**config.mk**
```make
export PLATFORM = sky130hd
export DESIGN_NAME = hb_sym_sequencer
export DESIGN_NICKNAME = d
export VERILOG_FILES = /design/src/rtl/hb_sym_sequencer.sv
export SDC_FILE = /design/constraint.sdc
export NUM_CORES = 1
export LEC_CHECK = 0
export CORE_ASPECT_RATIO = 1.75
export CORE_UTILIZATION = 25
export CTS_CLUSTER_SIZE = 25
export DETAILED_ROUTE_END_ITERATION = 16
export GPL_ROUTABILITY_DRIVEN = 0
export GPL_TIMING_DRIVEN = 0
export PLACE_DENSITY = 0.47
export SLEW_MARGIN = 15
export SYNTH_ARGS = -nofsm -noshare
export SYNTH_HDL_FRONTEND = slang
export SYNTH_SLANG_ARGS = --single-unit
```
**constraint.sdc**
```tcl
create_clock -name clock -period 2.3 [get_ports clock]
set_input_delay 0.575 -clock clock [delete_from_list [all_inputs] [get_ports clock]]
set_output_delay 0.575 -clock clock [all_outputs]
set_load 0.005 [all_outputs]
```
**src/rtl/hb_sym_sequencer.sv**
```systemverilog
// Address/control sequencer for the dual-read summing sample RAM of a symmetric
// FIR / halfband decimator: circular write, decimate-by-2 read sequence, MAC strobes.
module hb_sym_sequencer #(
    parameter int NPAIRS = 7
) (
    input  logic       clock,
    input  logic       reset,
    input  logic       enable,
    input  logic       strobe_in,
    output logic       write,
    output logic [3:0] wr_addr,
    output logic [3:0] rd_addr1,
    output logic [3:0] rd_addr2,
    output logic [2:0] coeff_idx,
    output logic       acc_clear,
    output logic       acc_en,
    output logic       strobe_out,
    output logic       busy,
    output logic       overrun
);

    localparam logic [3:0] FILL_MAX = 4'(2 * NPAIRS + 1);
    localparam logic [3:0] SPAN     = 4'(2 * NPAIRS);
    localparam logic [3:0] CTR_OFS  = 4'(NPAIRS);
    localparam logic [2:0] LAST_K   = 3'(NPAIRS - 1);
    localparam logic [2:0] CTR_IDX  = 3'(NPAIRS);

    typedef enum logic [1:0] {
        IDLE,
        PAIR,
        CENTER,
        DRAIN
    } state_t;

    state_t     state;
    state_t     state_n;
    logic [2:0] cnt;
    logic [2:0] cnt_n;

    logic [3:0] wptr;
    logic [3:0] base;
    logic [3:0] fill;
    logic [3:0] fill_n;
    logic       phase;
    logic       live;

    logic       accept;
    logic       start;
    logic       drop;

    logic       iss_v;
    logic [2:0] iss_idx;
    logic       p1_v;
    logic [2:0] p1_idx;

    always_comb begin
        accept  = strobe_in & enable;
        start   = accept & phase & (state == IDLE);
        drop    = accept & phase & (state != IDLE);
        fill_n  = (fill == FILL_MAX) ? fill : fill + 4'd1;
        write   = accept;
        wr_addr = wptr;
    end

    always_ff @(posedge clock) begin
        if (reset) begin
            wptr    <= '0;
            phase   <= 1'b0;
            fill    <= '0;
            base    <= '0;
            live    <= 1'b0;
            overrun <= 1'b0;
        end else begin
            if (accept) begin
                wptr  <= wptr + 4'd1;
                phase <= ~phase;
                fill  <= fill_n;
            end
            // Output is only meaningful once a full filter span has been written.
            if (start) begin
                base <= wptr;
                live <= (fill_n == FILL_MAX);
            end
            if (drop) begin
                overrun <= 1'b1;
            end
        end
    end

    always_ff @(posedge clock) begin
        if (reset) begin
            state <= IDLE;
            cnt   <= '0;
        end else begin
            state <= state_n;
            cnt   <= cnt_n;
        end
    end

    always_comb begin
        state_n    = state;
        cnt_n      = cnt;
        rd_addr1   = '0;
        rd_addr2   = '0;
        iss_v      = 1'b0;
        iss_idx    = '0;
        strobe_out = 1'b0;
        busy       = (state != IDLE);
        case (state)
            IDLE: begin
                if (start) begin
                    state_n = PAIR;
                    cnt_n   = '0;
                end
            end
            PAIR: begin
                rd_addr1 = base - {1'b0, cnt};
                rd_addr2 = base - SPAN + {1'b0, cnt};
                iss_v    = live;
                iss_idx  = cnt;
                if (cnt == LAST_K) begin
                    state_n = CENTER;
                    cnt_n   = '0;
                end else begin
                    cnt_n = cnt + 3'd1;
                end
            end
            CENTER: begin
                rd_addr1 = base - CTR_OFS;
                rd_addr2 = base - CTR_OFS;
                iss_v    = live;
                iss_idx  = CTR_IDX;
                state_n  = DRAIN;
                cnt_n    = '0;
            end
            DRAIN: begin
                // Last drain cycle coincides with the final term leaving the MAC.
                if (cnt == 3'd2) begin
                    strobe_out = live;
                    state_n    = IDLE;
                    cnt_n      = '0;
                end else begin
                    cnt_n = cnt + 3'd1;
                end
            end
            default: begin
                state_n = IDLE;
                cnt_n   = '0;
            end
        endcase
    end

    // Two-stage delay matches the RAM read-to-sum latency.
    always_ff @(posedge clock) begin
        if (reset) begin
            p1_v      <= 1'b0;
            p1_idx    <= '0;
            acc_en    <= 1'b0;
            coeff_idx <= '0;
            acc_clear <= 1'b0;
        end else begin
            p1_v      <= iss_v;
            p1_idx    <= iss_v ? iss_idx : 3'd0;
            acc_en    <= p1_v;
            coeff_idx <= p1_idx;
            acc_clear <= p1_v && (p1_idx == 3'd0);
        end
    end

endmodule

```
==> run_1/met1.png <==
Supply wires on this layer in gray.
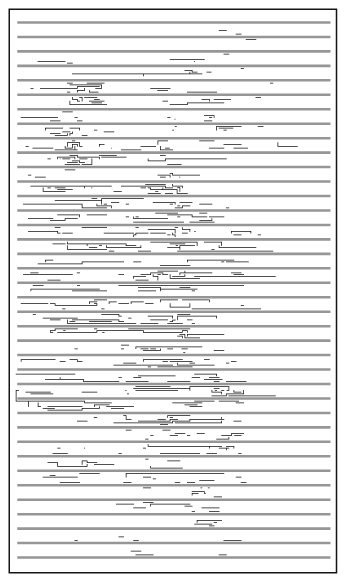
share of all routed wire = 38%
nets with wire on the layer = 210
total number of vias: 1389
Routed WL: 3750 um
met1 Use GR: 0.138

==> run_1/met2.png <==
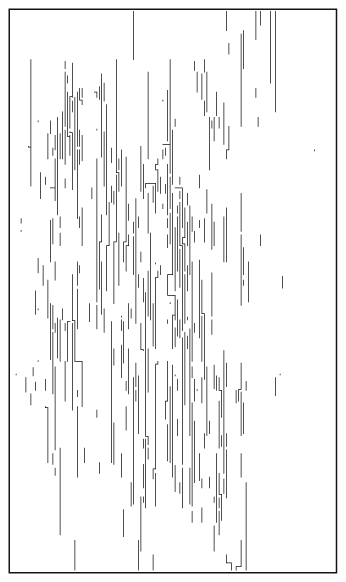
main direction = vertical
longest straight run = 27.0 um
met2 GRT Util: 0.220

==> run_1/met3.png <==
Scale bar: 20 um.
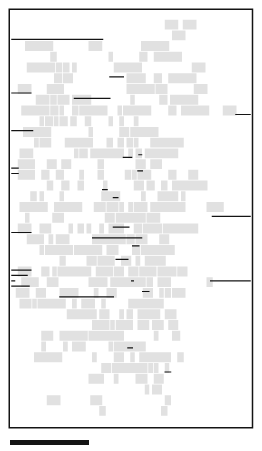
longest straight run = 23.0 um
wire length on this layer = 136 um

==> results.txt, run 1 <==
fresh numbers from the pnr run: status=finished with violations, failing checks=setup timing, Die Area=6480 um2, TritonCTS clock tree=yes, worst setup margin=-0.348 ns, tool warnings=35, area share, top type=0.378, P_clk=a little over 400 uW, RSZ-0062 raised after global routing=yes, vias in the first global route=around 1400, HPWL after DPL=2610 um, Post-synth EDFFs=0, top cells by count=29 x dfxtp_1, 18 x nand2_1, 17 x nor2_1, Top cells excl fill/tap=22 x dfxtp_1, 17 x nor2_1, 17 x nand2_1, count of antenna-violating nets left after detailed routing=0, final setup vio count=3, global-route wire length before repair=approximately 6400 um, cell count after synthesis=approximately 180, Simple-Gate Area Share=0.188, Post-synth ARST share=0, width of the die=around 60 um, Cell Area, Synth=1540 um2, overall die height=~110 um, Pint=approximately 910 uW, met3 Resource Use GR=0.0331, leakage=around 0.92 nW, total power=1.30 mW, gr usage total=0.134, CP peak stage delay=around 0.37 ns, sequential cell area share=0.269, CP max stage cell=dfxtp_4, worst slack at placement=-0.609 ns, vias per cell=roughly 4.6, cell type with the largest total area=dfxtp_1, ao+oa area frac=0.140, Max IR drop VDD=approximately 340 uV, FF+latch area=~600 um2, Yosys cell types=34, fmax=between 300 and 400 MHz, Post-Place Cells=roughly 280, top cells, area=dfxtp_1 38%, ha_1 11%, nand2_1 4.4%, xor+xnor area frac=0.0627, register share after synthesis=0.378, Clock Tree Buf Depth=2, share of cells above drive strength 1=0.302, Worst slew margin=0.674, CP Capture Type=output pin, adder share=0.140, Core Util, Final=0.379, most frequent logic cell in the layout=dfxtp_1, Syn Area/Cell=8.78 um2, cts hold-fix bufs=0, DR iter-0 viols=17, synth warn=0, drt pass-1 iters=4, cycle use final=1.15, inverters=17, Sw Ratio=0.304, CP Cell Sequence=inv_6 -> ha_4 -> inv_2 -> ha_4 -> fa_2 -> xnor2_2 -> xnor2_1 -> a22oi_1 -> nor2b_1 -> buf_2, met3 wire length=135 um, # DRC=0, Final nets=241, kind of critical path=reg2out, Seq. pwr=approximately 540 uW, pin count of the biggest net entering global routing=11, syn nets=between 150 and 200, Non-clock buffer share=0.174, Top Ports=25, logic share of the area=0.442
## run 1: final timing paths
kind / start / slack, ns / depth (start not counted) / endpoint
setup / recovery: cnt[1]$_SDFFE_PP0P_ / -0.35 / 10 / rd_addr2[3]
hold / removal: p1_idx[2]$_SDFF_PP0_ / 0.42 / 1 / acc_clear$_SDFF_PP0_
setup reg to reg: state[1]$_SDFFE_PP0P_ / 0.80 / 6 / state[1]$_SDFFE_PP0P_
hold reg to reg: p1_idx[2]$_SDFF_PP0_ / 0.42 / 1 / acc_clear$_SDFF_PP0_
## run 1: flip-flops by register name, summed over array words and instances (netlist names)
name       cells
acc_clear      1
acc_en         1
base           4
cnt            3
coeff_idx      3
fill           4
live           1
overrun        1
p1_idx         3
p1_v           1
phase          1
state          2
wr_addr        4
==> run_1/final_clocks.png <==
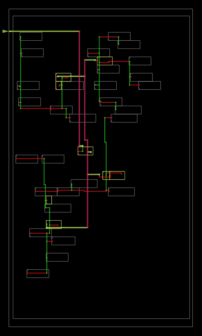

--- run 2 (diff from run 1) ---
--- a/config.mk
+++ b/config.mk
@@ -11,7 +11,6 @@
 export DETAILED_ROUTE_END_ITERATION = 16
 export GPL_ROUTABILITY_DRIVEN = 0
 export GPL_TIMING_DRIVEN = 0
-export PLACE_DENSITY = 0.47
 export SLEW_MARGIN = 15
 export SYNTH_ARGS = -nofsm -noshare
 export SYNTH_HDL_FRONTEND = slang
==> run_2/final_clocks.png <==
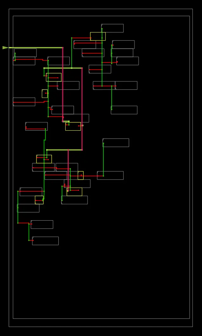
P_clk: 405 uW
flop count: 29
clk_lat worst skew: 0.28 ns
clock buf count: 5
Worst Clk Skew: 0.00148 ns

==> run_2/met2.png <==
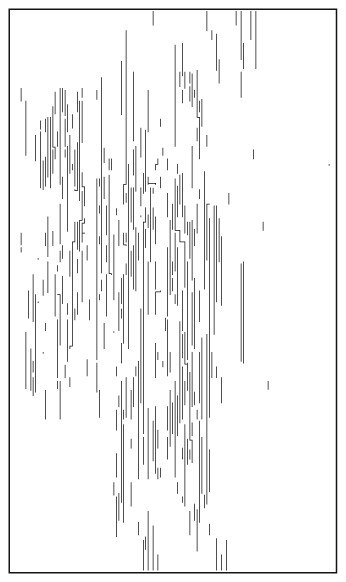
share of all routed wire = 56%
longest straight run = 39.8 um
nets with wire on the layer = 208
wire length on this layer = 1980 um
Routed WL: 3510 um
met2 GRT Util: 0.227

==> run 2 against run 1 <==
The run still ends with setup timing left; setup slack worse by 0.020 ns; synthesized cell count stayed put; sequential share of layout area is 0.22 points higher; die size stayed put; register-to-register slack worse by 0.11 ns; first-iteration DRC count is 35% lower; hold slack worse by 0.0066 ns; clock skew is 0.00096 ns lower; critical path depth stayed put; cell area is 0.39% lower; critical path type unchanged; critical endpoint unchanged; largest cell class unchanged; highest routed layer unchanged.
==> results.txt, run 2 <==
fresh numbers from the pnr run: status=finished with violations, failing checks=setup timing, most frequent logic cell in the layout=dfxtp_1, synth warn=0 (unchanged), Simple-Gate Area Share=0.188 (unchanged), vias per cell=4.56 (-1.6%), final setup vio count=4 (+1), ao+oa area frac=0.140 (unchanged), worst setup margin=-0.368 ns (-0.0197 ns), Post-Place Cells=277 (unchanged), FF+latch area=607 um2 (+0.41%), TritonCTS clock tree=yes, met3 wire length=113 um (-16%), Hold Path Origin=p1_idx[1]$_SDFF_PP0_, worst reg-to-reg path cell count=7 (+1), Clock Tree Buf Depth=2 (unchanged), Crit. path cell count=10 (unchanged), CP Cell Sequence=inv_6 -> ha_4 -> inv_2 -> ha_4 -> fa_2 -> xnor2_2 -> xnor2_1 -> a22oi_1 -> nor2b_1 -> buf_2, HPWL after DPL=2560 um (-2.0%), cell type with the largest total area=dfxtp_1, vias in the first global route=1359 (-2.9%), Post-synth ARST share=0 (unchanged), area share, top type=0.378 (unchanged), CP peak stage delay=0.37 ns (about the same), count of antenna-violating nets left after detailed routing=0 (unchanged), CP max stage cell=dfxtp_4, Final nets=240 (-0.41%), worst slack at placement=-0.599 ns (+0.0102 ns), leakage=0.882 nW (-4.1%), kind of critical path=reg2out, Pint=903 uW (-0.43%), CP Capture Type=output pin, width of the die=61.3 um (unchanged), Max IR drop VDD=400 uV (+18%), pin count of the biggest net entering global routing=11 (unchanged), Post-synth EDFFs=0 (unchanged), xor+xnor area frac=0.0627 (unchanged), top cells by count=29 x dfxtp_1, 18 x nand2_1, 17 x nor2_1, met3 Resource Use GR=0.0258 (-0.00736), global-route wire length before repair=5910 um (-7.2%), cycle use final=1.16 (+0.00859), Sw Ratio=0.301 (-0.00305), Syn Area/Cell=8.78 um2 (unchanged), Yosys cell types=34 (unchanged), share of cells above drive strength 1=0.294 (-0.00768), cell count after synthesis=175 (unchanged), Core Util, Final=0.377 (-0.00148), Worst slew margin=0.684 (+0.0106), tool warnings=35 (unchanged), gr usage total=0.122 (-0.0121)
==> run_2/met1.png <==
Supply wires on this layer in gray.
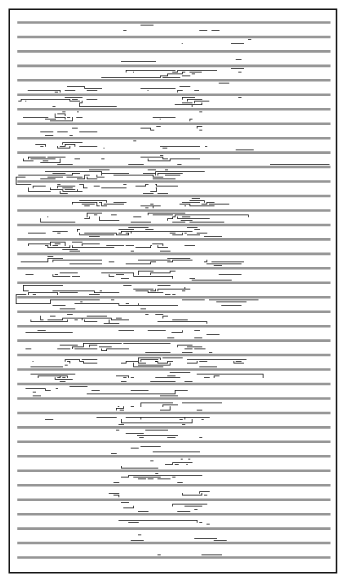
longest straight run = 16.6 um
share of all routed wire = 38%
total number of vias: 1362
met1 Use GR: 0.119

[run 2: netlist changes by cell type in the layout (fill, tap and decap cells not counted), sizes merged]
cell / previous run / this run
buf: 23 / 21
dlygate4sd2: 2 / 4
dlymetal6s2s: 4 / 2
clkbuf: 8 / 9
clkinvlp: 0 / 1
inv: 18 / 17
[run 2: timing repair]
item | CTS | global route
setup buffers | 11 | 6
hold buffers | 0 | 0
pin swaps | 14 | 14
gates cloned | 0 | 0
setup endpoints to repair | 10 | 8
gates resized | 62 | 8
[run 2: cell type report]
type                            instances  share of cell area
Buffer                                  5              0.0241
Clock inverter                          3             0.00784
Inverter                               17              0.0330
Clock buffer                            5              0.0308
Sequential cell                        29               0.272
Timing Repair Buffer                   39               0.147
Tap cell                               78              0.0437
Multi-Input combinational cell        123               0.442
No activity file was given, so power comes from the tool's default toggle rates.
